### src/rtl/toy_pack.sv
// Shared icache types: MSHR entry layout, ICACHE_* widths and linefill receiver defaults.
package toy_pack;

  localparam int unsigned ICACHE_TAG_WIDTH       = 20;
  localparam int unsigned ICACHE_INDEX_WIDTH     = 6;
  localparam int unsigned ICACHE_OFFSET_WIDTH    = 6;
  localparam int unsigned ICACHE_REQ_TXNID_WIDTH = 5;

  localparam int unsigned LINEFILL_BEAT_NUM   = 4;
  localparam int unsigned LINEFILL_BEAT_WIDTH = 128;

  typedef enum logic [2:0] {
    MSHR_IDLE,
    SEND_DOWNSTREAM_REQ,
    WAIT_FILL_DONE,
    MSHR_RELEASE
  } state_t;

  typedef enum logic [1:0] {
    LfIdle,
    LfCollect,
    LfWrite,
    LfDone
  } lf_state_e;

  typedef struct packed {
    logic [ICACHE_TAG_WIDTH-1:0]    tag;
    logic [ICACHE_INDEX_WIDTH-1:0]  index;
    logic [ICACHE_OFFSET_WIDTH-1:0] offset;
  } icache_addr_t;

  typedef struct packed {
    icache_addr_t addr;
  } icache_req_pld_t;

  typedef struct packed {
    logic            valid;
    icache_req_pld_t req_pld;
    logic            dest_way;
  } mshr_entry_t;

  typedef struct packed {
    logic [ICACHE_REQ_TXNID_WIDTH-1:0]    txnid;
    logic [$clog2(LINEFILL_BEAT_NUM)-1:0] beat_id;
    logic [LINEFILL_BEAT_WIDTH-1:0]       data;
  } rxdat_pld_t;

endpackage

### src/rtl/icache_linefill_rx_line_buf.sv
// Beat register file for one cache line; a beat lands in the slot chosen by slot_i.
module icache_linefill_line_buf #(
  parameter int unsigned BeatNum   = 4,
  parameter int unsigned BeatWidth = 128,
  parameter int unsigned SlotW     = 2
) (
  input  logic                         clk_i,
  input  logic                         rst_i,
  input  logic                         clr_i,
  input  logic                         wr_en_i,
  input  logic [SlotW-1:0]             slot_i,
  input  logic [BeatWidth-1:0]         wdata_i,
  output logic [BeatNum*BeatWidth-1:0] line_o
);

  logic [BeatNum*BeatWidth-1:0] line_q;

  always_ff @(posedge clk_i) begin
    if (rst_i || clr_i) begin
      line_q <= '0;
    end else if (wr_en_i) begin
      for (int unsigned k = 0; k < BeatNum; k++) begin
        if (slot_i == SlotW'(k)) begin
          line_q[k*BeatWidth +: BeatWidth] <= wdata_i;
        end
      end
    end
  end

  assign line_o = line_q;

endmodule

### src/rtl/icache_linefill_rx.sv
// Collects downstream read beats into a line, writes it to the data RAM, then releases the MSHR.
// Optional protocol checking is enabled by defining ICACHE_LINEFILL_CHK_EN.
module icache_linefill_rx
  import toy_pack::*;
#(
  parameter int unsigned MSHR_ENTRY_NUM = 8,
  parameter int unsigned BEAT_NUM       = LINEFILL_BEAT_NUM,
  parameter int unsigned BEAT_WIDTH     = LINEFILL_BEAT_WIDTH,
  localparam int unsigned LINE_WIDTH    = BEAT_NUM * BEAT_WIDTH,
  localparam int unsigned BeatIdW       = (BEAT_NUM > 1) ? $clog2(BEAT_NUM) : 1,
  localparam int unsigned EntryW        = (MSHR_ENTRY_NUM > 1) ? $clog2(MSHR_ENTRY_NUM) : 1
) (
  input  logic                                  clk,
  input  logic                                  rst,
  input  logic                                  downstream_rxdat_vld,
  output logic                                  downstream_rxdat_rdy,
  input  logic [ICACHE_REQ_TXNID_WIDTH-1:0]     downstream_rxdat_txnid,
  input  logic [BeatIdW-1:0]                    downstream_rxdat_beat_id,
  input  logic [BEAT_WIDTH-1:0]                 downstream_rxdat_data,
  input  mshr_entry_t [MSHR_ENTRY_NUM-1:0]      mshr_entry_array,
  output logic                                  dataram_wr_vld,
  input  logic                                  dataram_wr_rdy,
  output logic                                  dataram_wr_way,
  output logic [ICACHE_INDEX_WIDTH-1:0]         dataram_wr_index,
  output logic [LINE_WIDTH-1:0]                 dataram_wr_data,
  output logic [MSHR_ENTRY_NUM-1:0]             linefill_done,
  output logic                                  linefill_err
);

  lf_state_e                         state_q, state_d;
  logic [BeatIdW-1:0]                cnt_q, cnt_d;
  logic [ICACHE_REQ_TXNID_WIDTH-1:0] txnid_q, txnid_d;
  logic                              inv_q, inv_d;
  logic                              err_q, err_d;
  logic [EntryW-1:0]                 entry_q, rx_entry;
  logic                              beat_fire;
  logic                              last_beat;
  logic [LINE_WIDTH-1:0]             line;

  assign entry_q   = txnid_q[EntryW-1:0];
  assign rx_entry  = downstream_rxdat_txnid[EntryW-1:0];
  assign beat_fire = downstream_rxdat_vld & downstream_rxdat_rdy;
  assign last_beat = (cnt_q == BeatIdW'(BEAT_NUM - 1));

  always_comb begin
    state_d              = state_q;
    cnt_d                = cnt_q;
    txnid_d              = txnid_q;
    inv_d                = inv_q;
    downstream_rxdat_rdy = 1'b0;
    dataram_wr_vld       = 1'b0;
    linefill_done        = '0;
    unique case (state_q)
      LfIdle: begin
        downstream_rxdat_rdy = 1'b1;
        if (downstream_rxdat_vld) begin
          txnid_d = downstream_rxdat_txnid;
          inv_d   = ~mshr_entry_array[rx_entry].valid;
          if (BEAT_NUM == 1) begin
            state_d = inv_d ? LfDone : LfWrite;
          end else begin
            cnt_d   = BeatIdW'(1);
            state_d = LfCollect;
          end
        end
      end
      LfCollect: begin
        downstream_rxdat_rdy = 1'b1;
        if (downstream_rxdat_vld) begin
          if (last_beat) begin
            cnt_d   = '0;
            // An invalid owner gets no RAM write and no release pulse.
            state_d = inv_q ? LfDone : LfWrite;
          end else begin
            cnt_d = cnt_q + BeatIdW'(1);
          end
        end
      end
      LfWrite: begin
        dataram_wr_vld = 1'b1;
        if (dataram_wr_rdy) state_d = LfDone;
      end
      LfDone: begin
        linefill_done[entry_q] = ~inv_q;
        state_d                = LfIdle;
      end
      default: state_d = LfIdle;
    endcase
  end

`ifdef ICACHE_LINEFILL_CHK_EN
  always_comb begin
    err_d = beat_fire &&
            ((downstream_rxdat_beat_id != cnt_q) ||
             ((state_q == LfCollect) && (downstream_rxdat_txnid != txnid_q)) ||
             ((state_q == LfIdle) && !mshr_entry_array[rx_entry].valid));
  end
`else
  logic unused_beat_id;
  assign unused_beat_id = ^downstream_rxdat_beat_id;
  assign err_d          = 1'b0;
`endif

  logic unused_sig;
  assign unused_sig = ^{mshr_entry_array, txnid_q, downstream_rxdat_txnid};

  always_ff @(posedge clk) begin
    if (rst) begin
      state_q <= LfIdle;
      cnt_q   <= '0;
      txnid_q <= '0;
      inv_q   <= 1'b0;
      err_q   <= 1'b0;
    end else begin
      state_q <= state_d;
      cnt_q   <= cnt_d;
      txnid_q <= txnid_d;
      inv_q   <= inv_d;
      err_q   <= err_d;
    end
  end

  icache_linefill_line_buf #(
    .BeatNum  (BEAT_NUM),
    .BeatWidth(BEAT_WIDTH),
    .SlotW    (BeatIdW)
  ) u_line_buf (
    .clk_i  (clk),
    .rst_i  (rst),
    .clr_i  (state_q == LfDone),
    .wr_en_i(beat_fire),
    .slot_i (cnt_q),
    .wdata_i(downstream_rxdat_data),
    .line_o (line)
  );

  assign dataram_wr_way   = dataram_wr_vld & mshr_entry_array[entry_q].dest_way;
  assign dataram_wr_index = dataram_wr_vld ? mshr_entry_array[entry_q].req_pld.addr.index : '0;
  assign dataram_wr_data  = dataram_wr_vld ? line : '0;
  assign linefill_err     = err_q;

endmodule

### config.mk
export PLATFORM = sky130hd
export DESIGN_NAME = icache_linefill_rx
export DESIGN_NICKNAME = d
export VERILOG_FILES = /design/src/rtl/toy_pack.sv /design/src/rtl/icache_linefill_rx_line_buf.sv /design/src/rtl/icache_linefill_rx.sv
export SDC_FILE = /design/constraint.sdc
export NUM_CORES = 1
export LEC_CHECK = 0
export ABC_CLOCK_PERIOD_IN_PS = 2900
export CAP_MARGIN = 30
export CORE_AREA = 2 2 363 365
export DETAILED_ROUTE_END_ITERATION = 8
export DIE_AREA = 0 0 365 367
export SKIP_CTS_REPAIR_TIMING = 1
export SLEW_MARGIN = 10
export SYNTH_ARGS = -nofsm -noshare
export SYNTH_HDL_FRONTEND = slang
export SYNTH_SLANG_ARGS = --single-unit
export TNS_END_PERCENT = 50
### constraint.sdc
create_clock -name clk -period 2.9 [get_ports clk]
set_input_delay 0.58 -clock clk [delete_from_list [all_inputs] [get_ports clk]]
set_output_delay 0.58 -clock clk [all_outputs]
set_load 0.02 [all_outputs]
**The metal 4 layer**

Bar = 100 µm.
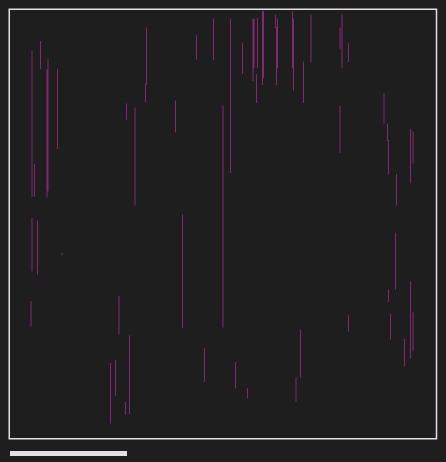
nets with wire on the layer: 35
share of all routed wire: 2.6%
longest straight run: 190 µm
DR vias: 22050
final wirelength: 103100 µm

**Clock wires, drivers and flops**

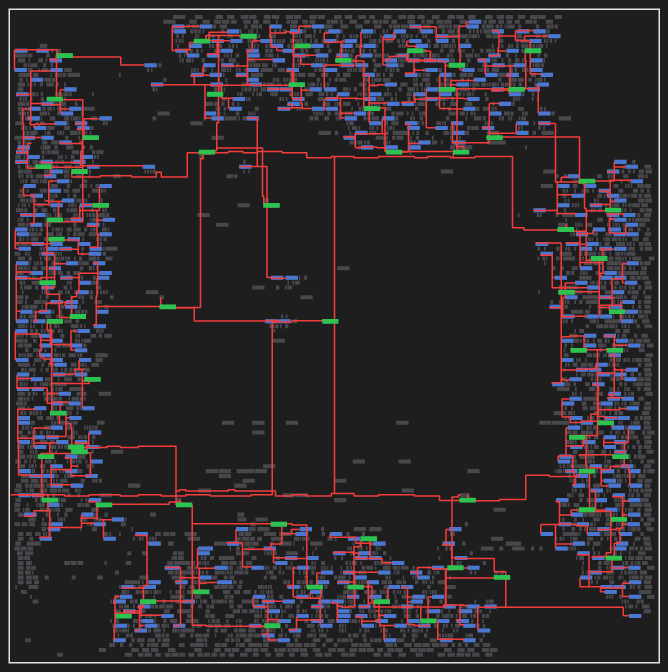
[clock-net drivers] green | count: 66
[clock wires] red | length: 8770 µm
[flip-flops] blue | count: 520
routed clock nets: 67

**I/O pins on the die edge**

Pins as bars across the die edge, other pins in gray.
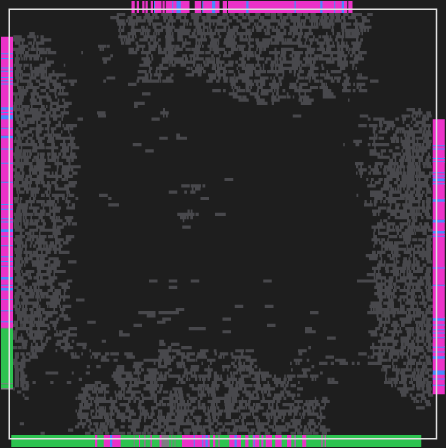
| port | color | pins | direction | edge |
|---|---|---|---|---|
| dataram_wr_data | magenta | 512 | output | 145 left, 140 right, 133 top, 94 bottom |
| downstream_rxdat_data | blue | 128 | input | 38 left, 33 right, 32 top, 25 bottom |
| mshr_entry_array | green | 272 | input | 236 bottom, 36 left |
Die X: 365 µm
I/O Buffers: 727
Die Y-Extent: 367 µm

==> impl_metrics.ini <==
; generated from flow reports
[outcome]
status = finished with violations
violations = negative setup slack

[final_layout]
seq_share_pct = 28.38
layout_top_cell = nand2_1
clk_share_pct = 6.048
flops = 520
stdcell_area_um2 = 36720

[synthesis]
avgSynthCellArea_um2 = 8.036
synthXorXnorAreaFrac_pct = 0
synth_area_um2 = 23530
synth_cell_types = 48
edf_count = 0
top_cells_by_count = 1036 x nand2_1, 520 x dfxtp_1, 512 x and2_1
ys_seq_elements = 520
yosysMostFrequentCell = nand2_1

[power_and_ir_drop]
finalPower_w = 0.02330
p_per_area_nw_per_um2 = 634.6
p_sw_share_pct = 33.97
pg_clk_w = 0.00851
internal-power_w = 0.01539

[timing]
layout_setup_ws_ns = -0.09862
rsz0062_at_grt = true
setup_viol = 25
slew_headroom_pct = 55.90
fin_crit_ns = 2.999
clock_skew_ns = 0.03059

[routing]
first_pass_iters = 6

[setup_path]
crit_buf_inv = 4
required_ns = 2.32

[place]
dpl_worst_slack_ns = -0.3184
gp_congestion = 0.8047

[grt]
grt.overflow.total = 0

[min_path]
hold_depth = 2
hp-class = flip-flop to flip-flop

[die]
rows = 133
-- worst max-delay path by stage --
stage / depth (start not counted) / startpoint / end
floorplan: 7 / state_q[0] / dataram_wr_data[0]
global placement: 6 / mshr_entry_array[0] / dataram_wr_way
detailed placement: 6 / mshr_entry_array[0] / dataram_wr_way
CTS: 6 / state_q[0] / dataram_wr_data[37]
global route: 6 / state_q[0] / dataram_wr_data[380]
finish: 6 / state_q[0] / dataram_wr_data[380]
-- layer usage --
| layer | up-vias | part of all wire (%) | GRT usage (%) |
|---|---|---|---|
| met5 | - | 0 | 0 |
| met4 | 0 | 2.6 | 4.194 |
| met3 | 137 | 9.8 | 6.134 |
| met2 | 713 | 46 | 23.12 |
| met1 | 10540 | 41 | 17.32 |
| li1 | 10650 | - | - |
